File: src/rtl/fifo_deq_downsizer.sv
// Pops wide words from an upstream FIFO and enqueues them LSB-first as narrow beats.
// Optional LAST output is enabled with `define DOWNSIZER_LAST_EN.
module fifo_deq_downsizer #(
   parameter int IN_W  = 32,
   parameter int OUT_W = 8
) (
   input  logic             CLK,
   input  logic             RST,
   input  logic             CLR,
   input  logic             EMPTY_N,
   input  logic [IN_W-1:0]  D_IN,
   output logic             DEQ,
   input  logic             FULL_N,
   output logic             ENQ,
   output logic [OUT_W-1:0] D_OUT,
   output logic             BUSY
`ifdef DOWNSIZER_LAST_EN
   ,
   output logic             LAST
`endif
);

   localparam int RATIO = IN_W / OUT_W;
   localparam int IDX_W = (RATIO > 1) ? $clog2(RATIO) : 1;
   localparam logic [IDX_W-1:0] LAST_IDX = IDX_W'(RATIO - 1);

   if ((RATIO < 2) || (IN_W % OUT_W != 0)) begin : g_bad_cfg
      $error("fifo_deq_downsizer: IN_W must be a multiple (>=2) of OUT_W");
   end

   typedef enum logic {IDLE, SHIFT} state_e;

   state_e             state_q, state_d;
   logic [IN_W-1:0]    hold_q, hold_d;
   logic [IDX_W-1:0]   idx_q, idx_d;
   logic [RATIO-1:0][OUT_W-1:0] beats;

   assign beats = hold_q;
   assign D_OUT = beats[idx_q];
   assign BUSY  = (state_q == SHIFT);

`ifdef DOWNSIZER_LAST_EN
   assign LAST = BUSY & (idx_q == LAST_IDX);
`endif

   always_ff @(posedge CLK) begin
      if (RST) begin
         state_q <= IDLE;
         hold_q  <= '0;
         idx_q   <= '0;
      end else begin
         state_q <= state_d;
         hold_q  <= hold_d;
         idx_q   <= idx_d;
      end
   end

   // Handshakes depend only on state and EMPTY_N/FULL_N, never on D_IN.
   always_comb begin
      state_d = state_q;
      hold_d  = hold_q;
      idx_d   = idx_q;
      DEQ     = 1'b0;
      ENQ     = 1'b0;
      if (RST) begin
         state_d = IDLE;
      end else if (CLR) begin
         state_d = IDLE;
         idx_d   = '0;
      end else begin
         unique case (state_q)
            IDLE: begin
               DEQ = EMPTY_N;
               if (EMPTY_N) begin
                  hold_d  = D_IN;
                  idx_d   = '0;
                  state_d = SHIFT;
               end
            end
            SHIFT: begin
               ENQ = FULL_N;
               if (FULL_N) begin
                  if (idx_q != LAST_IDX) begin
                     idx_d = idx_q + 1'b1;
                  end else if (EMPTY_N) begin
                     DEQ    = 1'b1;
                     hold_d = D_IN;
                     idx_d  = '0;
                  end else begin
                     state_d = IDLE;
                     idx_d   = '0;
                  end
               end
            end
            default: state_d = IDLE;
         endcase
      end
   end

endmodule

File: config.mk
export PLATFORM = sky130hd
export DESIGN_NAME = fifo_deq_downsizer
export DESIGN_NICKNAME = d
export VERILOG_FILES = /design/src/rtl/fifo_deq_downsizer.sv
export SDC_FILE = /design/constraint.sdc
export NUM_CORES = 1
export LEC_CHECK = 0
export ABC_AREA = 1
export CORE_MARGIN = 4
export CORE_UTILIZATION = 45
export DETAILED_ROUTE_END_ITERATION = 10
export GPL_TIMING_DRIVEN = 0
export PLACE_DENSITY_LB_ADDON = 0.1
export SETUP_SLACK_MARGIN = 0.2
export SLEW_MARGIN = 10
export SYNTH_ARGS = -nofsm -noshare
export SYNTH_HDL_FRONTEND = slang
export SYNTH_SLANG_ARGS = --single-unit
File: constraint.sdc
create_clock -name CLK -period 1.72 [get_ports CLK]
set_clock_uncertainty 0.2 [all_clocks]
set_input_delay 0.344 -clock CLK [delete_from_list [all_inputs] [get_ports CLK]]
set_output_delay 0.344 -clock CLK [all_outputs]
set_load 0.02 [all_outputs]
==> flow_metrics.py <==
# Flow results
metrics = {
    "floorplanning": {
        "num_io_pins": 48,
        "core-area_sq_um": 4120,
        "initCoreUtil_pct": 47.7,
        "tapCellCount": 50,
        "die_width_microns": 74.0,
    },
    "logic_synthesis": {
        "number_of_synthesized_register_bits": 35,
        "synth_area_per_cell_sq_um": 6.86,
        "synth_sequential_area_ratio_pct": 35.7,
        "synth_chip_area_sq_um": 1960,
        "yosys.area.top_type_share_pct": 35.7,
        "netlist_area_sq_um": 1960,
        "yosys_most_used_dff": "sky130_fd_sc_hd__dfxtp_1",
        "yosys-top-cells-area": "sky130_fd_sc_hd__dfxtp_1 36%, sky130_fd_sc_hd__nor2_1 11%, sky130_fd_sc_hd__nand2_1 7.5%, sky130_fd_sc_hd__inv_1 6.7%, sky130_fd_sc_hd__o21ai_0 6.4%",
        "ys.warnings.count": 0,
        "yosys.cell_count.top_type": "sky130_fd_sc_hd__nor2_1",
        "adder_share_pct": 0.638,
        "synthTopCellsByCount": "59 x sky130_fd_sc_hd__nor2_1, 39 x sky130_fd_sc_hd__nand2_1, 35 x sky130_fd_sc_hd__dfxtp_1, 35 x sky130_fd_sc_hd__inv_1, 25 x sky130_fd_sc_hd__o21ai_0",
        "yosys.area.top_type": "sky130_fd_sc_hd__dfxtp_1",
        "synthDistinctLibCells": 20,
    },
    "clock_network": {
        "cts_buffer_depth": 2,
        "cts.htree.levels": 2,
        "clk_pin_slew_ns": 0.07,
        "root_buffer": "sky130_fd_sc_hd__clkbuf_8",
        "clkLatencyLatePin_ns": 0.28,
        "tritoncts": "yes",
    },
    "final_layout": {
        "area_share_clock_buf_inv_pct": 3.56,
        "register_area_sq_um": 712,
        "stdcell_count": 410,
        "comb_cells": 193,
        "comb-cell-share_pct": 39.2,
        "final_cell_mix": "43 x sky130_fd_sc_hd__nor2_1, 34 x sky130_fd_sc_hd__inv_1, 33 x sky130_fd_sc_hd__nand2_1",
        "n_antenna_cell": 0,
        "seq_share_pct": 21.5,
        "combinational_gate_area_sq_um": 1290,
        "layout-area-overhead-vs-synth_pct": 68.5,
        "largest_register_ff_count": 32,
        "fillerInstances": 262,
        "biggestCellCategory": "multi-input combinational cells",
    },
    "setup_path": {
        "cp_top_family": "buffers and inverters",
        "critical_path_peak_fanout": 5,
        "cp-start-kind": "flip-flop",
        "cell_by_cell_trace_of_the_critical_path": "buf_8, buf_4, nor2_2, nor2_1, o21ai_2, o21ai_2, buf_4",
        "regToRegSetupSlack_ns": -0.07,
        "cp-startpoint": "idx_q[0]$_SDFFE_PP0P_",
        "max_stage_delay_ns": 0.37,
        "critical_path.reg2reg.endpoint": "beats[7]$_SDFFE_PP0P_",
    },
    "run_status": {
        "result_of_the_run": "finished with violations",
        "failing_checks": "negative setup slack",
    },
    "placed_design": {
        "dp.cells": 383,
        "place_worst_setup_slack_ns": -0.879,
    },
    "final_timing": {
        "finalMaxSlewViolations": 0,
        "slew_headroom_pct": 65.6,
        "timing.final.hold_violations": 0,
        "timing_worst_slew_pin_value_ns": 0.516,
        "clock.fmax_mhz": 506,
        "grt_setup_unrepaired": "yes",
        "finalSetupViolations": 29,
        "fin_ws_ns": -0.255,
        "fin_hold_ws_ns": 0.270,
        "post-route-min-period_ns": 1.98,
    },
    "pwr": {
        "largestPowerGroup": "sequential cells",
        "p_clk_share_pct": 34.7,
        "power.share.switching_pct": 28.0,
        "report.power.total_mw": 2.25,
        "irDropWorstVdd_mv": 0.496,
        "seq-power_mw": 0.914,
    },
    "grt": {
        "grt.overflow.total": 0,
        "pin_count_of_the_biggest_net_entering_global_routing": 12,
        "grt_pass1_wl_microns": 9500,
    },
    "routing": {
        "final_antenna_net_count": 0,
        "drt_first_iter_violations": 164,
        "detailroute.via_count": 2155,
        "routed_via_density": 5.26,
        "post-route-drc-count": 0,
    },
    "run": {
        "max-cap-violations": 0,
        "log.warning_count": 29,
    },
}
==> worst min-delay path by stage <==
stage                                      start                     end  slack [ns]  depth (start not counted)
after floorplan           beats[30]$_SDFFE_PP0P_  beats[30]$_SDFFE_PP0P_        0.25                          2
after global placement     beats[6]$_SDFFE_PP0P_   beats[6]$_SDFFE_PP0P_        0.26                          2
after detailed placement   beats[6]$_SDFFE_PP0P_   beats[6]$_SDFFE_PP0P_        0.27                          2
after CTS                                    CLR         BUSY$_SDFF_PP0_        0.18                          4
after global routing                         CLR         BUSY$_SDFF_PP0_        0.27                          4
final                                        CLR         BUSY$_SDFF_PP0_        0.27                          4
==> worst register-to-register path, stage by stage (launching register included) <==
cell	delay, ns
sky130_fd_sc_hd__dfxtp_4	0.37
sky130_fd_sc_hd__ha_4	0.17
sky130_fd_sc_hd__nand2_4	0.05
sky130_fd_sc_hd__nand2_4	0.05
sky130_fd_sc_hd__buf_6	0.12
sky130_fd_sc_hd__buf_6	0.11
sky130_fd_sc_hd__buf_6	0.10
sky130_fd_sc_hd__buf_12	0.14
sky130_fd_sc_hd__buf_6	0.12
sky130_fd_sc_hd__buf_6	0.11
sky130_fd_sc_hd__nand3_2	0.05
sky130_fd_sc_hd__nand2_1	0.05
sky130_fd_sc_hd__nor2_1	0.09
==> metal layers <==
metal / track usage, % / vias to the layer above / share of wire (%)
li1: - / 1049 / -
met1: 27.1 / 1028 / 40
met2: 41.1 / 66 / 52
met3: 4.46 / 12 / 5.8
met4: 7.65 / 0 / 1.9
met5: 0 / - / 0
==> what timing repair did <==
action / 4_1_cts / 5_1_grt
pin swaps: 19 / 16
setup buffers: 14 / 1
gates cloned: 2 / 2
gates resized: 156 / 42
endpoints found under the setup margin: 41 / 43
hold buffers: 0 / 0
==> images/congestion.png <==
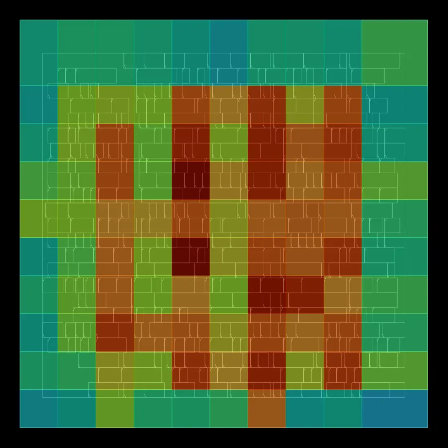
average detailed-routed wire length per instance: 16.2 microns
GRT Max-Usage Layer: met2
Tot GR Track Use: 22.9%

==> images/cell_density.png <==
Scale bar: 20 microns. 7 x 7 tiles, from black (low) to pale yellow (high), 0 to 100% covered.
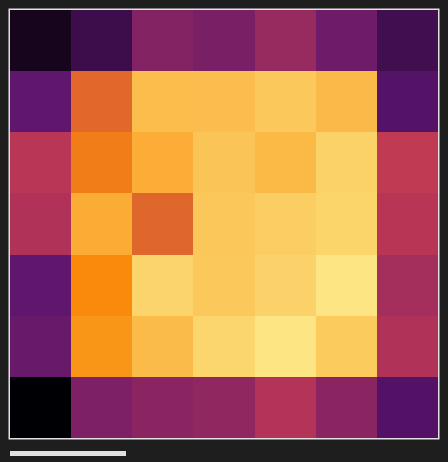
densest ninth of the die	middle
mean over tiles	59%
tiles over 75% full	43%

==> images/layer_met1.png <==
Scale bar: 20 microns.
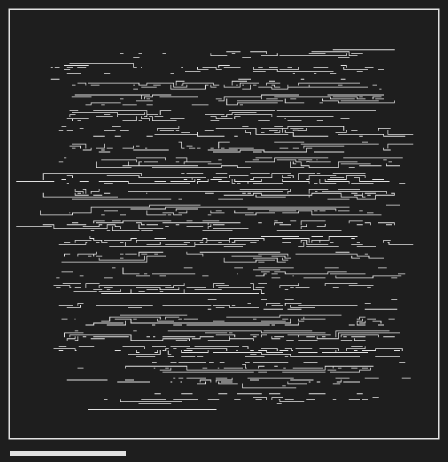
share of all routed wire	40%
longest straight run	31.7 microns
nets with wire on the layer	364

==> images/metal_density.png <==
Scale bar: 20 microns. 15 x 15 tiles, from black (low) to pale yellow (high), scaled to the fullest tile. Values are wire area over tile area, all layers added.
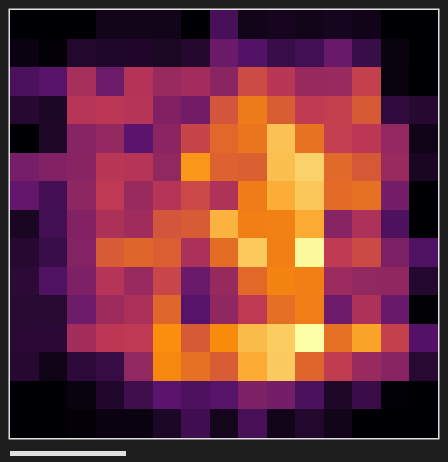
densest ninth of the die	middle
tiles over half the peak	30%
fullest tile	0.55

==> images/layer_met2.png <==
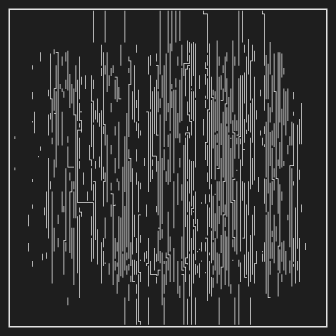
main direction	vertical
nets with wire on the layer	334

Power figures rest on the tool's default switching activity, not on a simulated workload.
